Fig. 1: run 1, signal wires on met1
Scale: 2 px per µm. Supply wires on this layer in grey.
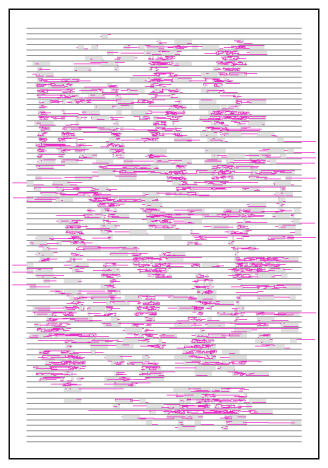
Fig. 2: run 1, routing congestion map
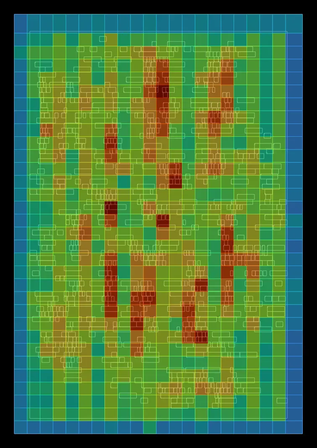
Fig. 3: run 1, routed metal, one colour a layer
Scale: 2 px per µm. Only two layers are drawn.
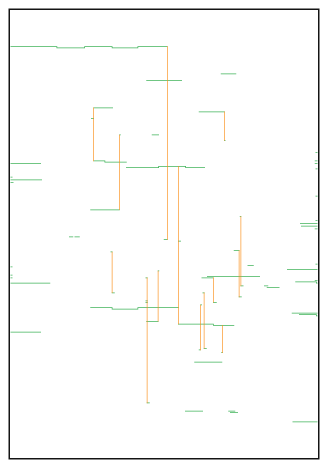
`src/rtl/btn_conditioner.sv`:
```
`default_nettype none
// ============================================================================
//  Module   : btn_conditioner
//  Purpose  : Multi-channel button/switch conditioner. Each channel is
//             synchronised, polarity corrected and debounced on a shared
//             tick. It then produces press/release pulses and long-press
//             pulses, with optional auto-repeat.
//  Revision : 1.0  initial release
// ============================================================================
module btn_conditioner #(
   parameter int                  CHANNELS     = 7,
   parameter logic [CHANNELS-1:0] INVERT       = {CHANNELS{1'b0}},
   parameter int                  PRESCALE     = 25000,
   parameter int                  DB_TICKS     = 10,
   parameter int                  LONG_TICKS   = 1000,
   parameter int                  REPEAT_TICKS = 0
) (
   input  logic                clk_25mhz,
   input  logic                rstn,
   input  logic [CHANNELS-1:0] btn_in,
   output logic [CHANNELS-1:0] btn_level,
   output logic [CHANNELS-1:0] btn_press,
   output logic [CHANNELS-1:0] btn_release,
   output logic [CHANNELS-1:0] btn_long,
   output logic                tick
);

   // -------------------------------------------------------------------------
   // Derived widths and compare constants
   // -------------------------------------------------------------------------
   localparam int PW   = (PRESCALE > 1) ? $clog2(PRESCALE) : 1;
   localparam int DW   = $clog2(DB_TICKS + 1);
   localparam int HMAX = (LONG_TICKS > REPEAT_TICKS) ? LONG_TICKS : REPEAT_TICKS;
   localparam int HW   = $clog2(HMAX + 1);

   localparam logic [PW-1:0] c_ps_last   = PW'(PRESCALE - 1);
   localparam logic [DW-1:0] c_db_last   = DW'(DB_TICKS - 1);
   localparam logic [HW-1:0] c_long      = HW'(LONG_TICKS);
   localparam logic [HW-1:0] c_repeat    = HW'(REPEAT_TICKS);
   localparam bit            c_repeat_en = (REPEAT_TICKS > 0);

   // -------------------------------------------------------------------------
   // Shared prescaler
   // -------------------------------------------------------------------------
   logic [PW-1:0] pcnt_q, pcnt_d;
   logic          tick_q, tick_d;

   // Next prescaler count; the tick is registered in the wrap cycle.
   always_comb begin
      pcnt_d = pcnt_q + PW'(1);
      tick_d = 1'b0;
      if (pcnt_q == c_ps_last) begin
         pcnt_d = '0;
         tick_d = 1'b1;
      end
   end

   // Prescaler counter and tick register.
   always_ff @(posedge clk_25mhz or negedge rstn) begin
      if (!rstn) begin
         pcnt_q <= '0;
         tick_q <= 1'b0;
      end else begin
         pcnt_q <= pcnt_d;
         tick_q <= tick_d;
      end
   end

   assign tick = tick_q;

   // -------------------------------------------------------------------------
   // Two-flop synchroniser and polarity correction
   // -------------------------------------------------------------------------
   logic [CHANNELS-1:0] s1_q;
   logic [CHANNELS-1:0] s2_q;
   logic [CHANNELS-1:0] synced;

   // Bring the asynchronous pins into the clock domain.
   always_ff @(posedge clk_25mhz or negedge rstn) begin
      if (!rstn) begin
         s1_q <= '0;
         s2_q <= '0;
      end else begin
         s1_q <= btn_in;
         s2_q <= s1_q;
      end
   end

   // Active-low pins are flipped so that 1 always means "pressed".
   assign synced = s2_q ^ INVERT;

   // -------------------------------------------------------------------------
   // Per-channel debounce, edge pulses and hold timing
   // -------------------------------------------------------------------------
   for (genvar i = 0; i < CHANNELS; i++) begin : g_ch
      logic [DW-1:0] dcnt_q, dcnt_d;
      logic          level_q, level_d;
      logic          press_q, press_d;
      logic          rel_q, rel_d;
      logic [HW-1:0] hcnt_q, hcnt_d;
      logic [HW-1:0] hcnt_inc;
      logic          longed_q, longed_d;
      logic          long_q, long_d;

      // Debounce. Any agreeing sample restarts the window. DB_TICKS
      // consecutive disagreeing ticks flip the level. The edge pulse is
      // produced together with the flip, so it lines up with the new level.
      always_comb begin
         dcnt_d  = dcnt_q;
         level_d = level_q;
         press_d = 1'b0;
         rel_d   = 1'b0;
         if (synced[i] == level_q) begin
            dcnt_d = '0;
         end else if (tick_q) begin
            if (dcnt_q == c_db_last) begin
               level_d = synced[i];
               dcnt_d  = '0;
               press_d = synced[i];
               rel_d   = ~synced[i];
            end else begin
               dcnt_d = dcnt_q + DW'(1);
            end
         end
      end

      // Hold timing. The counter restarts on release and in the press cycle.
      // The first pulse comes at LONG_TICKS, then every REPEAT_TICKS (if
      // enabled). Otherwise the counter parks until release.
      always_comb begin
         hcnt_inc = hcnt_q + HW'(1);
         hcnt_d   = hcnt_q;
         longed_d = longed_q;
         long_d   = 1'b0;
         if (!level_q || press_q) begin
            hcnt_d   = '0;
            longed_d = 1'b0;
         end else if (tick_q) begin
            if (!longed_q) begin
               if (hcnt_inc == c_long) begin
                  long_d   = 1'b1;
                  longed_d = 1'b1;
                  hcnt_d   = '0;
               end else begin
                  hcnt_d = hcnt_inc;
               end
            end else if (c_repeat_en) begin
               if (hcnt_inc == c_repeat) begin
                  long_d = 1'b1;
                  hcnt_d = '0;
               end else begin
                  hcnt_d = hcnt_inc;
               end
            end
         end
      end

      // Per-channel state registers.
      always_ff @(posedge clk_25mhz or negedge rstn) begin
         if (!rstn) begin
            dcnt_q   <= '0;
            level_q  <= 1'b0;
            press_q  <= 1'b0;
            rel_q    <= 1'b0;
            hcnt_q   <= '0;
            longed_q <= 1'b0;
            long_q   <= 1'b0;
         end else begin
            dcnt_q   <= dcnt_d;
            level_q  <= level_d;
            press_q  <= press_d;
            rel_q    <= rel_d;
            hcnt_q   <= hcnt_d;
            longed_q <= longed_d;
            long_q   <= long_d;
         end
      end

      assign btn_level[i]   = level_q;
      assign btn_press[i]   = press_q;
      assign btn_release[i] = rel_q;
      assign btn_long[i]    = long_q;
   end

endmodule
`default_nettype wire
```
`config.mk`:
```
export PLATFORM = sky130hd
export DESIGN_NAME = btn_conditioner
export DESIGN_NICKNAME = d
export VERILOG_FILES = /design/src/rtl/btn_conditioner.sv
export SDC_FILE = /design/constraint.sdc
export NUM_CORES = 1
export LEC_CHECK = 0
export CORE_AREA = 8 8 146 216
export DETAILED_ROUTE_END_ITERATION = 8
export DIE_AREA = 0 0 154 224
export PLACE_DENSITY_LB_ADDON = 0.05
export SLEW_MARGIN = 40
export SYNTH_ARGS = -nofsm -noshare
export SYNTH_HDL_FRONTEND = slang
export SYNTH_SLANG_ARGS = --single-unit
```
`constraint.sdc`:
```
create_clock -name clk_25mhz -period 6.1 [get_ports clk_25mhz]
set_input_delay 1.22 -clock clk_25mhz [delete_from_list [all_inputs] [get_ports clk_25mhz]]
set_output_delay 1.22 -clock clk_25mhz [all_outputs]
set_load 0.02 [all_outputs]
```
==> changes_impl.md, run 1 <==
## Implementation

* Slew Viols, Final at 0
* Top power group: the clock network
* Sequential fraction of design power at 0.481
* Pre-antenna DRT Iters at 4
* Routed wl met2 at 9671 µm
* Placed cells at 1,209
* Clock slew at reported path FFs at 0.07 ns
* Post-layout util at 0.3369
* Final Setup Violations at 0
* CP endpoint kind: primary output
* CP max stage delay at 0.66 ns
* # nets final at 908
* Synthesis area per yosys at 0.008379 mm²
* Switch share at 0.2089
* Area grow syn2layout at 14.30%
* Initial antenna violation count at 0
* Buf/Inv on CP at 1
* Slew @ Worst Pin at 0.7987 ns
* Tool Warnings at 33
* First-pass GRT wire length at 31,570 µm
* Grt total ovfl at 0
* Top cell excl fill/tap: dfrtp_1
* Reg2reg setup slack at 3.59 ns
* Final min period at 2.773 ns
* CTS tree: done
* Leak at 3.999 nW
* CORE AREA at 0.02843 mm²
* GRT met1 Usage at 0.1263
* Hold depth at 0
* ANT nets after route at 0
* Power Clock at 1.14 mW
* Synth Warn # at 0
* Gates resized, CTS repair at 0
* Pin count of the biggest net entering global routing at 91
* Max-slew headroom at 0.4650
* Detailed Place HPWL at 13,300 µm
* F_max at 360.6 MHz
* Crit path max fanout at 7
* FP Rows at 76
* DRC violations left at 0
* Switching power total at 0.4726 mW
* Top cell area share at 0.4868
* I/O pin count at 38
* Post-Syn Area per Cell at 9.721 µm²
* Synth top cells by count: dfrtp_1 (163), nand2_1 (96), nor2_1 (76)
* Critical R2R Launch: tick
* Outcome: finished clean
* Ant diodes at 0
* Clk sinks at 163
* Min-delay worst type: register to register
* Combinational power at 0.0343 mW
* Seq cells post-synth at 163
* PwrDens at 236.2 mW/mm²
* Post-CTS Setup Bufs at 0
* Hold Startpoint: s1_q[1]
* Yosys Instances at 862
* Cell Area, Synth at 0.008379 mm²
* Async set-reset flop share out of synthesis at 1.000
* PortBufs at 37
* Starting Density at 0.2947
* Top sig layer: met4
* Library cells used by synthesis at 60
* Max VDD drop at 0.1697 mV
* Top area cell types: dfrtp_1 (49%), nand2_1 (4.3%), nand3_1 (3.9%)
* Hold Vio Cnt, Final at 0
* Clk_skew at 0.01165 ns
* Met3 Track Usage GR at 0.02778
* Register area share after synthesis at 0.4868
* Largest area contributor in the netlist: dfrtp_1
* Post-cts hold buffer count at 0
* Most common logic cells in the final layout: dfrtp_1 (163), nand2_1 (96), nor2_1 (76)
* Gate power share at 0.015
* Routed wl met3 at 532 µm
* Num CTS Buffers at 17
* Root Buffer Master: clkbuf_16
* Max stage delay cell, worst path: clkdlybuf4s50_1
* Required @ worst endpoint at 4.88 ns
* Vias in the first global route at 6,308
* Setup TNS at 0 ns
* Critical path class: register to primary output
* CP cell instances: clkdlybuf4s50_1
* Final-layout fill cell count at 2,850
* RSZ-0062 raised after global routing: no
* Die Height at 224 µm
-- Fig. 1 (at the start) --
main direction	horizontal
nets with wire on the layer	839

-- Fig. 2 (at the start) --
Total GRT Usage: 0.1134
Wirelength per Cell: 15.17 µm
GR Util met2: 0.1999
layer with the highest usage: met2

-- Fig. 3 (at the start) --
layer	colour	wire length
M3	green	533 µm
M4	orange	496 µm
Via Count: 6,278
Routed WL: 18,810 µm

==> run 1: how the worst max path moves through the flow <==
stage                                  from           endpoint  slack (ns)  cells past startpoint
after floorplan           g_ch[6].hcnt_q[3]  g_ch[6].hcnt_q[7]        3.91                      6
after global placement                 tick  g_ch[3].hcnt_q[6]        3.61                      7
after detailed placement               tick  g_ch[3].hcnt_q[6]        3.58                      7
after CTS                   g_ch[1].level_q       btn_level[1]        3.28                      1
after global routing        g_ch[1].level_q       btn_level[1]        3.23                      1
final                       g_ch[1].level_q       btn_level[1]        3.33                      1
==> run 1: registers in the layout, summed over array words and instances, names as in the netlist <==
name and cells:
g_ch.dcnt_q 28, pcnt_q 15, g_ch.longed_q 7, s1_q 7, g_ch.long_q 7, g_ch.hcnt_q 70, tick 1, g_ch.press_q 7
g_ch.level_q 7, s2_q 7, g_ch.rel_q 7
==> run 1: cell families (layout without fill, tap and decap cells) <==
| logic type | Yosys count | in the layout | share of synthesized area |
|---|---|---|---|
| buf+inv | 59 | 86 | 0.03897 |
| simple gates | 404 | 404 | 0.2494 |
| flops | 163 | 163 | 0.4868 |
| xor+xnor | 45 | 45 | 0.04704 |
| mux | 14 | 14 | 0.01822 |
| compound gates | 155 | 155 | 0.1268 |
| fa+ha+maj | 22 | 22 | 0.03285 |
==> run 1: area by class of cell <==
cell class                      instances  area [µm²]  share of cell area
Multi-Input combinational cell        640        3979              0.4154
Timing Repair Buffer                   41       405.4             0.04233
Clock inverter                         12       180.2             0.01881
Tap cell                              351       439.2             0.04585
Clock buffer                           19       442.9             0.04624
Sequential cell                       163        4079              0.4259
Inverter                               14       52.55            0.005487
## Run 2: what changed since run 1
==> constraint.sdc (replaced) <==
create_clock -name clk_25mhz -period 2.5 [get_ports clk_25mhz]
set_input_delay 0.5 -clock clk_25mhz [delete_from_list [all_inputs] [get_ports clk_25mhz]]
set_output_delay 0.5 -clock clk_25mhz [all_outputs]
set_load 0.02 [all_outputs]
Fig. 4: run 2, routing congestion map
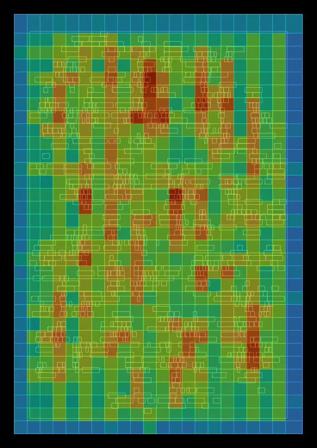
Total GRT Usage: 0.1102
met3 Track Usage GR: 0.02623

Fig. 5: run 2, signal wires on met1
Scale: 2 px per µm. Supply wires on this layer in grey.
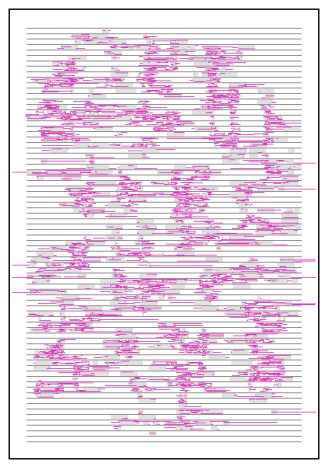
wire length on this layer	8,050 µm
longest straight run	31.7 µm
nets with wire on the layer	854
main direction	horizontal

==> changes_impl.md, run 2 <==
## Implementation

* CTS tree: done
* Yosys Instances at 862
* Async set-reset flop share out of synthesis at 1.000
* PortBufs at 37
* Ant diodes at 0
* Gate power share at 0.016
* Via Count at 6,371
* CP endpoint kind: register
* DRC violations left at 0
* FP Rows at 76
* Max stage delay cell, worst path: or4_4
* Seq cells post-synth at 163
* Max reg flops at 70
* Required @ worst endpoint at 2.82 ns
* Leak at 4.080 nW
* Final min period at 2.315 ns
* CP startpoint: g_ch[6].hcnt_q[3]
* Gates resized, CTS repair at 0
* # nets final at 920
* Max-Cap Viols at 0
* Buf/Inv on CP at 0
* I/O pin count at 38
* Grt total ovfl at 0
* Library cells used by synthesis at 60
* Synth Warn # at 0
* Post-layout util at 0.3418
* PwrDens at 580.6 mW/mm²
* ANT nets after route at 0
* Pin count of the biggest net entering global routing at 59
* Starting Density at 0.2947
* Crit path max fanout at 6
* Top power group: the clock network
* Hold Startpoint: s1_q[1]
* RSZ-0062 raised after global routing: no
* Reg2reg setup slack at 0.18 ns
* Cell Area, Synth at 0.008379 mm²
* Crit. path cell count at 6
* Num CTS Buffers at 17
* Critical path class: register to register
* Biggest register: g_ch.hcnt_q
* Routed WL at 18,150 µm
* Clk sinks at 163
* Setup TNS at 0 ns
* Initial antenna violation count at 0
* Pre-antenna DRT Iters at 5
* Slew @ Worst Pin at 0.7627 ns
* CP max stage delay at 0.57 ns
* Synthesis area per yosys at 0.008379 mm²
* CP endpoint: g_ch[6].hcnt_q[7]
* Switching power total at 1.180 mW
* Sequential fraction of design power at 0.471
* Largest area contributor in the netlist: dfrtp_1
* Combinational power at 0.0900 mW
* Clock slew at reported path FFs at 0.07 ns
* Clk_skew at 0.009234 ns
* Outcome: finished clean
* Power Clock at 2.90 mW
* Register area share after synthesis at 0.4868
* Tool Warnings at 33
* Critical path launch point type: register
* Min-delay worst type: register to register
* Post-Syn Area per Cell at 9.721 µm²
* Slew Viols, Final at 0
* Die Height at 224 µm
* CP cell instances: nand4_2 -> or4_4 -> a2111oi_4 -> a21o_1 -> nor2_1 -> a221o_1
* Critical R2R Launch: g_ch[6].hcnt_q[3]
* Detailed Place HPWL at 12,690 µm
* F_max at 431.9 MHz
* Vias in the first global route at 6,321
* Top area cell types: dfrtp_1 (49%), nand2_1 (4.3%), nand3_1 (3.9%)
* Max VDD drop at 0.4460 mV
* CORE AREA at 0.02843 mm²
Fig. 6: run 2, register map, names as in the netlist
Scale: 2 px per µm. Other sequential cells in the stronger grey, the rest of the logic in the fainter grey.
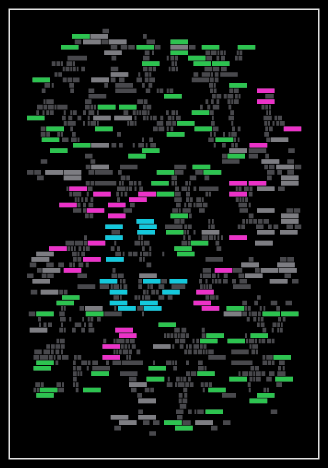
signal	colour	sequential cells
pcnt_q	cyan	15
g_ch.dcnt_q	magenta	28
g_ch.hcnt_q	green	70
not coloured	50

[run 2: per-layer routing]
| layer | wire length (µm) | GRT usage |
|---|---|---|
| met2 | 9212 | 0.1896 |
| met4 | 321 | 0.05043 |
| met3 | 566 | 0.02623 |
| met5 | 0 | 0 |
| met1 | 8048 | 0.1275 |
[run 2: kinds of logic (layout without fill, tap and decap cells)]
| kind of cell | count (synthesis) | count (layout) | synth area share |
|---|---|---|---|
| simple gates | 404 | 404 | 0.2494 |
| buf+inv | 59 | 99 | 0.03897 |
| mux | 14 | 14 | 0.01822 |
| fa+ha+maj | 22 | 22 | 0.03285 |
| flops | 163 | 163 | 0.4868 |
| xor+xnor | 45 | 45 | 0.04704 |
| compound gates | 155 | 155 | 0.1268 |
[run 2: per-stage QoR]
step / area (µm²) / cells / total power, mW
2_1_floorplan: 8379 / 862 / 2.717
3_3_place_gp: 9054 / 1220 / 2.799
3_5_place_dp: 9054 / 1220 / 2.801
4_1_cts: 9718 / 1253 / 5.765
5_1_grt: 9718 / 1253 / 5.871
6_report: 9718 / 1253 / 5.642
[run 2: worst min path at each step]
stage | end | depth (start not counted)
floorplan | g_ch[0].dcnt_q[0] | 0
global placement | s2_q[5] | 0
detailed placement | s2_q[1] | 0
CTS | s2_q[1] | 0
global route | s2_q[2] | 0
finish | s2_q[1] | 0
[run 2: cell type report]
type | count | area [µm²]
repair buffers | 53 | 519.2
well taps | 351 | 439.2
flip-flops and latches | 163 | 4079
clock buffers | 22 | 484.2
multi-input cells | 640 | 3974
inverters | 14 | 52.55
fillers | 2825 | 18710
clock inverters | 10 | 170.2
[run 2: what timing repair did]
| item | in CTS | in global routing |
|---|---|---|
| endpoints found under the setup margin | 0 | 2 |
| hold endpoints to repair | 21 | 0 |
| hold buffers | 1 | 0 |
| setup buffers | 0 | 0 |
Power figures rest on the tool's default switching activity, not on a simulated workload.
